`src/rtl/axi4_lite_Defs.sv`:
```
// Shared AXI4-Lite definitions: bus widths, response codes, FSM state types
// and the address-to-word-index helper used by the slave decode.
package axi4_lite_Defs;

   localparam int unsigned Addr_Width = 32;
   localparam int unsigned Data_Width = 32;
   localparam int unsigned Strb_Width = Data_Width / 8;

   localparam logic [1:0] RESP_OKAY   = 2'b00;
   localparam logic [1:0] RESP_SLVERR = 2'b10;

   typedef enum logic [1:0] {WR_IDLE, WR_WAIT_W, WR_WAIT_A, WR_RESP} wr_state_t;
   typedef enum logic {RD_IDLE, RD_RESP} rd_state_t;

   // Word index relative to the window base; the byte offset bits drop out in the shift.
   function automatic logic [Addr_Width-1:0] word_index(input logic [Addr_Width-1:0] addr,
                                                        input logic [Addr_Width-1:0] base);
      return (addr - base) >> 2;
   endfunction

endpackage

```
`src/rtl/axi4_lite_slave_if.sv`:
```
// AXI4-Lite bus bundle with master and slave views.
interface axi4_lite_slave_if;
   import axi4_lite_Defs::*;

   logic [Addr_Width-1:0] AWADDR;
   logic                  AWVALID;
   logic                  AWREADY;
   logic [Data_Width-1:0] WDATA;
   logic [Strb_Width-1:0] WSTRB;
   logic                  WVALID;
   logic                  WREADY;
   logic [1:0]            BRESP;
   logic                  BVALID;
   logic                  BREADY;
   logic [Addr_Width-1:0] ARADDR;
   logic                  ARVALID;
   logic                  ARREADY;
   logic [Data_Width-1:0] RDATA;
   logic [1:0]            RRESP;
   logic                  RVALID;
   logic                  RREADY;

   modport master (
      output AWADDR, AWVALID, WDATA, WSTRB, WVALID, BREADY, ARADDR, ARVALID, RREADY,
      input  AWREADY, WREADY, BRESP, BVALID, ARREADY, RDATA, RRESP, RVALID
   );

   modport slave (
      input  AWADDR, AWVALID, WDATA, WSTRB, WVALID, BREADY, ARADDR, ARVALID, RREADY,
      output AWREADY, WREADY, BRESP, BVALID, ARREADY, RDATA, RRESP, RVALID
   );

endinterface

```
`src/rtl/axi4_lite_regfile.sv`:
```
// Depth x 32-bit register file: async clear, one byte-strobed write port,
// one combinational read port.
module axi4_lite_regfile
   import axi4_lite_Defs::*;
#(
   parameter int unsigned Depth = 16
) (
   input  logic                                     clk,
   input  logic                                     rst,
   input  logic                                     we,
   input  logic [((Depth > 1) ? $clog2(Depth) : 1)-1:0] waddr,
   input  logic [Data_Width-1:0]                    wdata,
   input  logic [Strb_Width-1:0]                    wstrb,
   input  logic [((Depth > 1) ? $clog2(Depth) : 1)-1:0] raddr,
   output logic [Data_Width-1:0]                    rdata
);

   logic [Data_Width-1:0] mem [Depth];

   // Storage: cleared by reset, byte lanes written where the strobe is set.
   always_ff @(posedge clk or posedge rst) begin
      if (rst) begin
         for (int unsigned i = 0; i < Depth; i++) begin
            mem[i] <= '0;
         end
      end else if (we) begin
         for (int unsigned b = 0; b < Strb_Width; b++) begin
            if (wstrb[b]) begin
               mem[waddr][8*b +: 8] <= wdata[8*b +: 8];
            end
         end
      end
   end

   assign rdata = mem[raddr];

endmodule

```
`src/rtl/axi4_lite_slave.sv`:
```
// AXI4-Lite slave over a byte-strobed register file. Independent write and
// read FSMs; accesses outside the Depth-word window at Base_Addr get SLVERR.
module axi4_lite_slave
   import axi4_lite_Defs::*;
#(
   parameter int unsigned           Depth     = 16,
   parameter logic [Addr_Width-1:0] Base_Addr = '0
) (
   input logic              ACLK,
   input logic              ARESET,
   axi4_lite_slave_if.slave bus
);

   localparam int unsigned Idx_Width = (Depth > 1) ? $clog2(Depth) : 1;

   wr_state_t             wr_state;
   rd_state_t             rd_state;
   logic [Addr_Width-1:0] aw_addr_q;
   logic [Data_Width-1:0] w_data_q;
   logic [Strb_Width-1:0] w_strb_q;
   logic                  bvalid_q;
   logic [1:0]            bresp_q;
   logic                  rvalid_q;
   logic [1:0]            rresp_q;
   logic [Data_Width-1:0] rdata_q;

   logic                  aw_hs, w_hs, ar_hs;
   logic                  wr_commit;
   logic [Addr_Width-1:0] wr_addr;
   logic [Data_Width-1:0] wr_data;
   logic [Strb_Width-1:0] wr_strb;
   logic [Addr_Width-1:0] wr_word, rd_word;
   logic                  wr_ok, rd_ok;
   logic [Data_Width-1:0] mem_rdata;

   // Readies decode the state; held low while reset is asserted.
   assign bus.AWREADY = !ARESET && (wr_state == WR_IDLE || wr_state == WR_WAIT_A);
   assign bus.WREADY  = !ARESET && (wr_state == WR_IDLE || wr_state == WR_WAIT_W);
   assign bus.ARREADY = !ARESET && (rd_state == RD_IDLE);

   assign bus.BVALID = bvalid_q;
   assign bus.BRESP  = bresp_q;
   assign bus.RVALID = rvalid_q;
   assign bus.RRESP  = rresp_q;
   assign bus.RDATA  = rdata_q;

   assign aw_hs = bus.AWVALID && bus.AWREADY;
   assign w_hs  = bus.WVALID && bus.WREADY;
   assign ar_hs = bus.ARVALID && bus.ARREADY;

   // Pick address/data from the bus or the latched half, and flag the commit edge.
   always_comb begin
      wr_commit = 1'b0;
      wr_addr   = bus.AWADDR;
      wr_data   = bus.WDATA;
      wr_strb   = bus.WSTRB;
      case (wr_state)
         WR_IDLE:   wr_commit = aw_hs && w_hs;
         WR_WAIT_W: begin
            wr_commit = w_hs;
            wr_addr   = aw_addr_q;
         end
         WR_WAIT_A: begin
            wr_commit = aw_hs;
            wr_data   = w_data_q;
            wr_strb   = w_strb_q;
         end
         default:   wr_commit = 1'b0;
      endcase
   end

   assign wr_word = word_index(wr_addr, Base_Addr);
   assign wr_ok   = (wr_addr >= Base_Addr) && (wr_word < Addr_Width'(Depth));
   assign rd_word = word_index(bus.ARADDR, Base_Addr);
   assign rd_ok   = (bus.ARADDR >= Base_Addr) && (rd_word < Addr_Width'(Depth));

   axi4_lite_regfile #(
      .Depth (Depth)
   ) u_regfile (
      .clk   (ACLK),
      .rst   (ARESET),
      .we    (wr_commit && wr_ok),
      .waddr (wr_word[Idx_Width-1:0]),
      .wdata (wr_data),
      .wstrb (wr_strb),
      .raddr (rd_word[Idx_Width-1:0]),
      .rdata (mem_rdata)
   );

   // Write FSM: collect AW and W in either order, then hold the response until BREADY.
   always_ff @(posedge ACLK or posedge ARESET) begin
      if (ARESET) begin
         wr_state  <= WR_IDLE;
         aw_addr_q <= '0;
         w_data_q  <= '0;
         w_strb_q  <= '0;
         bvalid_q  <= 1'b0;
         bresp_q   <= RESP_OKAY;
      end else begin
         case (wr_state)
            WR_IDLE: begin
               if (wr_commit) begin
                  wr_state <= WR_RESP;
               end else if (aw_hs) begin
                  aw_addr_q <= bus.AWADDR;
                  wr_state  <= WR_WAIT_W;
               end else if (w_hs) begin
                  w_data_q <= bus.WDATA;
                  w_strb_q <= bus.WSTRB;
                  wr_state <= WR_WAIT_A;
               end
            end
            WR_WAIT_W, WR_WAIT_A: begin
               if (wr_commit) wr_state <= WR_RESP;
            end
            WR_RESP: begin
               if (bus.BREADY) begin
                  bvalid_q <= 1'b0;
                  wr_state <= WR_IDLE;
               end
            end
            default: wr_state <= WR_IDLE;
         endcase
         // Commit never occurs in WR_RESP, so this cannot collide with the BREADY clear.
         if (wr_commit) begin
            bvalid_q <= 1'b1;
            bresp_q  <= wr_ok ? RESP_OKAY : RESP_SLVERR;
         end
      end
   end

   // Read FSM: capture data on AR handshake, hold it until RREADY.
   always_ff @(posedge ACLK or posedge ARESET) begin
      if (ARESET) begin
         rd_state <= RD_IDLE;
         rvalid_q <= 1'b0;
         rresp_q  <= RESP_OKAY;
         rdata_q  <= '0;
      end else begin
         case (rd_state)
            RD_IDLE: begin
               if (ar_hs) begin
                  rdata_q  <= rd_ok ? mem_rdata : '0;
                  rresp_q  <= rd_ok ? RESP_OKAY : RESP_SLVERR;
                  rvalid_q <= 1'b1;
                  rd_state <= RD_RESP;
               end
            end
            RD_RESP: begin
               if (bus.RREADY) begin
                  rvalid_q <= 1'b0;
                  rd_state <= RD_IDLE;
               end
            end
            default: rd_state <= RD_IDLE;
         endcase
      end
   end

endmodule

```
`src/flat_wrapper.sv`:
```
// flat-port wrapper written by rule: the top's interface ports become plain ports
module axi4_lite_slave_flat import axi4_lite_Defs::*;
#(
   parameter int unsigned           Depth     = 16,
   parameter logic [Addr_Width-1:0] Base_Addr = '0
)
  (ACLK, ARESET, bus_AWADDR, bus_AWVALID, bus_WDATA, bus_WSTRB, bus_WVALID, bus_BREADY, bus_ARADDR, bus_ARVALID, bus_RREADY, bus_AWREADY, bus_WREADY, bus_BRESP, bus_BVALID, bus_ARREADY, bus_RDATA, bus_RRESP, bus_RVALID);
  axi4_lite_slave_if bus_i ();
  input logic ACLK;
  input logic ARESET;
  input wire logic [$bits(bus_i.AWADDR)-1:0] bus_AWADDR;
  input wire logic [$bits(bus_i.AWVALID)-1:0] bus_AWVALID;
  input wire logic [$bits(bus_i.WDATA)-1:0] bus_WDATA;
  input wire logic [$bits(bus_i.WSTRB)-1:0] bus_WSTRB;
  input wire logic [$bits(bus_i.WVALID)-1:0] bus_WVALID;
  input wire logic [$bits(bus_i.BREADY)-1:0] bus_BREADY;
  input wire logic [$bits(bus_i.ARADDR)-1:0] bus_ARADDR;
  input wire logic [$bits(bus_i.ARVALID)-1:0] bus_ARVALID;
  input wire logic [$bits(bus_i.RREADY)-1:0] bus_RREADY;
  output wire logic [$bits(bus_i.AWREADY)-1:0] bus_AWREADY;
  output wire logic [$bits(bus_i.WREADY)-1:0] bus_WREADY;
  output wire logic [$bits(bus_i.BRESP)-1:0] bus_BRESP;
  output wire logic [$bits(bus_i.BVALID)-1:0] bus_BVALID;
  output wire logic [$bits(bus_i.ARREADY)-1:0] bus_ARREADY;
  output wire logic [$bits(bus_i.RDATA)-1:0] bus_RDATA;
  output wire logic [$bits(bus_i.RRESP)-1:0] bus_RRESP;
  output wire logic [$bits(bus_i.RVALID)-1:0] bus_RVALID;
  assign bus_i.AWADDR = bus_AWADDR;
  assign bus_i.AWVALID = bus_AWVALID;
  assign bus_i.WDATA = bus_WDATA;
  assign bus_i.WSTRB = bus_WSTRB;
  assign bus_i.WVALID = bus_WVALID;
  assign bus_i.BREADY = bus_BREADY;
  assign bus_i.ARADDR = bus_ARADDR;
  assign bus_i.ARVALID = bus_ARVALID;
  assign bus_i.RREADY = bus_RREADY;
  assign bus_AWREADY = bus_i.AWREADY;
  assign bus_WREADY = bus_i.WREADY;
  assign bus_BRESP = bus_i.BRESP;
  assign bus_BVALID = bus_i.BVALID;
  assign bus_ARREADY = bus_i.ARREADY;
  assign bus_RDATA = bus_i.RDATA;
  assign bus_RRESP = bus_i.RRESP;
  assign bus_RVALID = bus_i.RVALID;
  axi4_lite_slave #(.Depth(Depth), .Base_Addr(Base_Addr)) u_core (.ACLK(ACLK), .ARESET(ARESET), .bus(bus_i));
endmodule
```
`config.mk`:
```
export PLATFORM = sky130hd
export DESIGN_NAME = axi4_lite_slave_flat
export DESIGN_NICKNAME = d
export VERILOG_FILES = /design/src/rtl/axi4_lite_Defs.sv /design/src/rtl/axi4_lite_slave_if.sv /design/src/rtl/axi4_lite_regfile.sv /design/src/rtl/axi4_lite_slave.sv /design/src/flat_wrapper.sv
export SDC_FILE = /design/constraint.sdc
export NUM_CORES = 1
export LEC_CHECK = 0
export CAP_MARGIN = 0
export CORE_MARGIN = 2
export CORE_UTILIZATION = 40
export DETAILED_ROUTE_END_ITERATION = 10
export GPL_TIMING_DRIVEN = 0
export PLACE_DENSITY_LB_ADDON = 0.12
export SYNTH_ARGS = -nofsm -noshare
export SYNTH_HDL_FRONTEND = slang
export SYNTH_SLANG_ARGS = --single-unit
```
`constraint.sdc`:
```
create_clock -name ACLK -period 24.4 [get_ports ACLK]
set_input_delay 4.88 -clock ACLK [delete_from_list [all_inputs] [get_ports ACLK]]
set_output_delay 4.88 -clock ACLK [all_outputs]
set_load 0.01 [all_outputs]
```
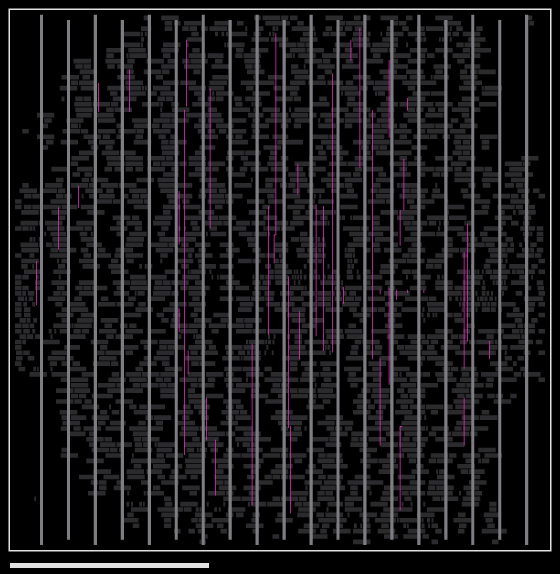
run_1/met4.png
Bar = 100 µm. Supply wires on this layer in gray.
share of all routed wire	2.3%
nets with wire on the layer	24
main direction	vertical
wire length on this layer	1760 µm

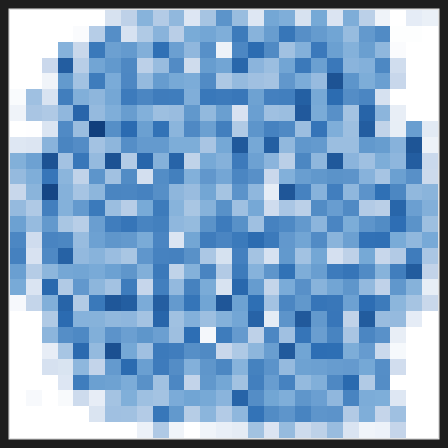
run_1/density.png
The die is cut into 27 by 27 equal tiles; white is low, dark blue is high, 0 to 100% covered.
mean over tiles	44%
nearly empty tiles	11%
tiles over 75% full	6.6%
fullest tile	94%
emptiest ninth of the die	bottom left
FP Util: 40.3%
utilization after layout: 47.3%
Core ar.: 71200 µm²

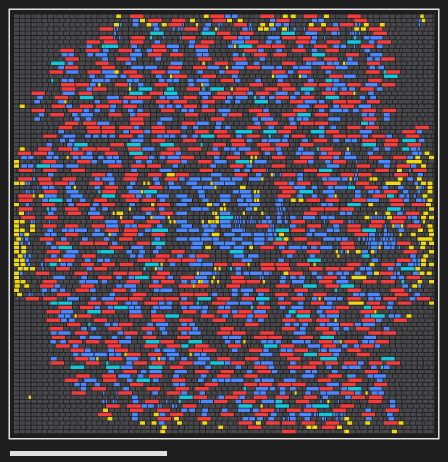
run_1/cell_classes.png
Bar = 100 µm. Fill, decap, tap and diode cells in gray.
class	color	cells	share of their area
flops	red	617	47%
all other logic	blue	1053	39%
other buffers and delay cells	yellow	254	6.2%
clock drivers and dummy loads	cyan	118	6.9%
Design Area, Final: 33700 µm²
Rows: 98

==> reports/results.txt, run 1 <==
Status - finished, final reports clean
Global Route Usage Sum - 21.6%
Most frequent cell after synthesis - dfrtp_1
Mapped Cells - 1778
Die area - 73900 µm²
Unique masters post-synth - 41
CP Class - input pin to output pin
Leak pwr - 15.0 nW
Ys async rst share - 100%
Initial DRC count - 1101
Commonest cells post-synth - dfrtp_1, mux2_2, mux4_2
IO buf count - 137
Root Buffer - clkbuf_16
Hold Violations, Final - 0
Minimum hold slack - 0.477 ns
# setup viols final - 0
Yosys synthesis chip area - 28700 µm²
Total grt overflow - 0
Die H - 272 µm
Non-filler cells in the finished layout - 2993
[run 1: cell usage in the layout, fill, tap and decap left out, drive strengths merged, types with 5 or more instances in the layout]
cell             n
nor4            12
clkbuf         178
nor3             7
ha               5
inv             43
buf             46
nand2           57
o21ai           34
dfrtp          617
a21oi            5
a211oi          65
clkinv           7
clkdlybuf4s50  137
mux2           613
mux4           160
nor2            12
[run 1: power by group through the flow]
stage | logic, mW | registers [mW] | clock network, mW
2_1_floorplan | 0.248 | 1.12 | 0
3_3_place_gp | 0.371 | 1.12 | 0
3_5_place_dp | 0.384 | 1.12 | 0
4_1_cts | 0.386 | 1.10 | 1.07
5_1_grt | 0.420 | 1.11 | 1.12
6_report | 0.382 | 1.10 | 1.05
[run 1: sequential cells by signal, indices dropped and copies added (netlist names)]
register / flops
u_core.aw_addr_q: 30
u_core.bus.BRESP: 1
u_core.bus.BVALID: 1
u_core.bus.RDATA: 32
u_core.bus.RRESP: 1
u_core.bus.RVALID: 1
u_core.rd_state: 1
u_core.u_regfile.mem: 512
u_core.w_data_q: 32
u_core.w_strb_q: 4
u_core.wr_state: 2
[run 1: cell families after synthesis]
| group | share of synthesized area, % |
|---|---|
| adders and majority gates | 0.218 |
| buffers and inverters | 2.22 |
| other | 0.0131 |
| muxes | 36.6 |
| AOI/OAI and AO/OA | 5.39 |
| and+or+nand+nor | 1.72 |
| DFF | 53.8 |
[run 1: worst paths after layout]
check                                           startpoint                                   end  slack, ns  cells after the start
setup / recovery                                    ARESET                           bus_AWREADY      13.56                      3
hold / removal             u_core.bus.RDATA[3]$_DFFE_PP0P_       u_core.bus.RDATA[3]$_DFFE_PP0P_       0.48                      2
setup reg to reg            u_core.wr_state[1]$_DFFE_PP0P_  u_core.u_regfile.mem[54]$_DFFE_PP0P_      20.32                      8
hold reg to reg            u_core.bus.RDATA[3]$_DFFE_PP0P_       u_core.bus.RDATA[3]$_DFFE_PP0P_       0.48                      2
max in group asynchronous                           ARESET       u_core.w_data_q[19]$_DFFE_PP0P_      18.25                      4
min in group asynchronous                           ARESET             u_core.rd_state$_DFF_PP0_       4.49                      2
[run 1: layer usage]
metal | up-vias | global-route usage [%] | wire, µm
li1 | 7100 | - | -
met1 | 9078 | 30.3 | 35000
met2 | 384 | 34.1 | 36400
met3 | 101 | 4.21 | 4340
met4 | 4 | 6.62 | 1760
met5 | - | 0 | 16
[run 1: final cells by class]
cell class	instances	area (µm²)	area share (%)
Sequential cell	617	15400	45.8
Multi-Input combinational cell	1010	12600	37.5
Clock buffer	107	2090	6.21
Timing Repair Buffer	145	1550	4.59
Tap cell	950	1190	3.53
Buffer	109	478	1.42
Inverter	43	169	0.501
Clock inverter	11	155	0.460
Antenna cell	1	2.50	0.00742
[run 1: tightest hold or removal path, cell delays in order, from the launching register on]
cell and delay [ns]:
dfrtp_1 0.34, nand2_1 0.04, o21ai_0 0.06
--- run 2 (diff from run 1) ---
==> constraint.sdc (replaced) <==
create_clock -name ACLK -period 9.85 [get_ports ACLK]
set_input_delay 1.97 -clock ACLK [delete_from_list [all_inputs] [get_ports ACLK]]
set_output_delay 1.97 -clock ACLK [all_outputs]
set_load 0.01 [all_outputs]
==> run 2 against run 1 <==
  * Die area unchanged
  * Critical path depth increased by 3
  * Worst hold slack better by 0.0053 ns
  * Critical path type is now input pin to register
  * Highest routed layer is now met4
==> reports/results.txt, run 2 <==
Root Buffer - clkbuf_16
RR Startpoint - u_core.wr_state[1]$_DFFE_PP0P_
Most frequent cell after synthesis - dfrtp_1
Commonest cells post-synth - dfrtp_1, mux2_2, mux4_2
Non-filler cells in the finished layout - 3005 (+0.40%)
Ys async rst share - 100% (unchanged)
Min-Delay Path Depth - 2 (unchanged)
Hold path start - u_core.bus.RVALID$_DFFE_PP0P_
Most frequent logic cell in the layout - dfrtp_1
IO buf count - 137 (unchanged)
Dominant logic cell types in the final layout - dfrtp_1, mux2_2, mux4_2, clkdlybuf4s50_1, clkbuf_1
Unique masters post-synth - 41 (unchanged)
Status - finished, final reports clean
Leak pwr - 15.1 nW (+0.93%)
FP Util - 40.3% (unchanged)
Core ar. - 71200 µm² (unchanged)
Die H - 272 µm (unchanged)
# setup viols final - 0 (unchanged)
Hold Violations, Final - 0 (unchanged)
Max reg flops - 512 (unchanged)
Rows - 98 (unchanged)
Yosys synthesis chip area - 28700 µm² (unchanged)
CP Class - input pin to register
Hold endpoint - u_core.bus.RVALID$_DFFE_PP0P_
Utilization after layout - 47.7% (+0.40 points)
Global Route Usage Sum - 21.2% (-0.35 points)
Reg-to-reg endpoint - u_core.u_regfile.mem[114]$_DFFE_PP0P_
Design Area, Final - 34000 µm² (+0.85%)
Top reg by flops - u_core.u_regfile.mem
## run 2: cell counts after synthesis
Identical to the previous run, type by type.
## run 2: power breakdown
part / switching (mW) / internal [mW]
registers: 0.0669 / 2.67
clock network: 1.05 / 1.63
logic: 0.607 / 0.350
total: 1.73 / 4.65
## run 2: metal layers
metal	track usage [%]	part of all wire [%]	vias to the layer above
li1	-	-	7110
met1	29.9	46	9004
met2	33.6	47	348
met3	4.47	5.2	102
met4	5.68	2.1	0
met5	0	0	-
## run 2: logic make-up after synthesis
kind of cell | after synthesis | synth area share [%]
muxes | 774 | 36.6
and+or+nand+nor | 107 | 1.72
other | 1 | 0.0131
AOI/OAI and AO/OA | 122 | 5.39
DFF | 617 | 53.8
buffers and inverters | 152 | 2.22
adders and majority gates | 5 | 0.218
## run 2: area by class of cell
| cell class | count | area (µm²) |
|---|---|---|
| Fill cell | 6091 | 37200 |
| Sequential cell | 617 | 15400 |
| Multi-Input combinational cell | 1010 | 12600 |
| Clock buffer | 104 | 2130 |
| Timing Repair Buffer | 154 | 1700 |
| Tap cell | 950 | 1190 |
| Buffer | 109 | 499 |
| Clock inverter | 17 | 235 |
| Inverter | 43 | 165 |
| Antenna cell | 1 | 2.50 |
## run 2: metrics by stage
stage                     hold slack (ns)  worst slack [ns]
after floorplan                     0.452             -4.34
after global placement              0.462            -10.64
after detailed placement            0.469              4.12
after CTS                           0.482              4.77
after global routing                0.506              4.58
final                               0.482              4.72
## run 2: worst max path at each step
stage / start / to / slack (ns)
CTS: bus_AWVALID / u_core.u_regfile.mem[18]$_DFFE_PP0P_ / 4.77
floorplan: ARESET / u_core.w_data_q[0]$_DFFE_PP0P_ / -4.34
detailed placement: bus_AWVALID / u_core.u_regfile.mem[18]$_DFFE_PP0P_ / 4.12
global route: bus_AWVALID / u_core.u_regfile.mem[18]$_DFFE_PP0P_ / 4.58
global placement: ARESET / u_core.w_data_q[11]$_DFFE_PP0P_ / -10.64
finish: bus_AWVALID / u_core.u_regfile.mem[114]$_DFFE_PP0P_ / 4.72
## run 2: worst max-delay path, stage by stage
cell             delay (ns)
clkdlybuf4s50_1        0.57
a22oi_1                0.15
a211oi_2               0.71
o211ai_2               0.49
a211oi_2               1.26
mux2_2                 0.43
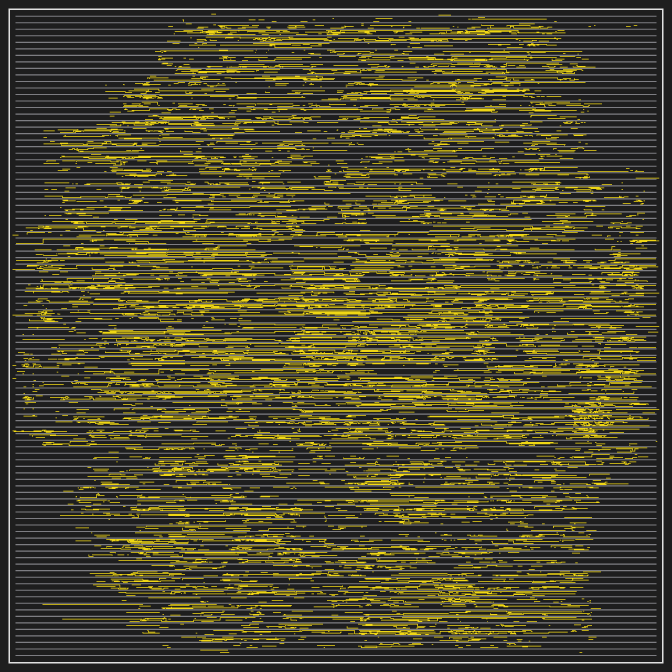
run_2/met1.png
Supply wires on this layer in gray.
nets with wire on the layer	1992
share of all routed wire	46%
main direction	horizontal
longest straight run	95.0 µm

Power figures rest on the tool's default switching activity, not on a simulated workload.
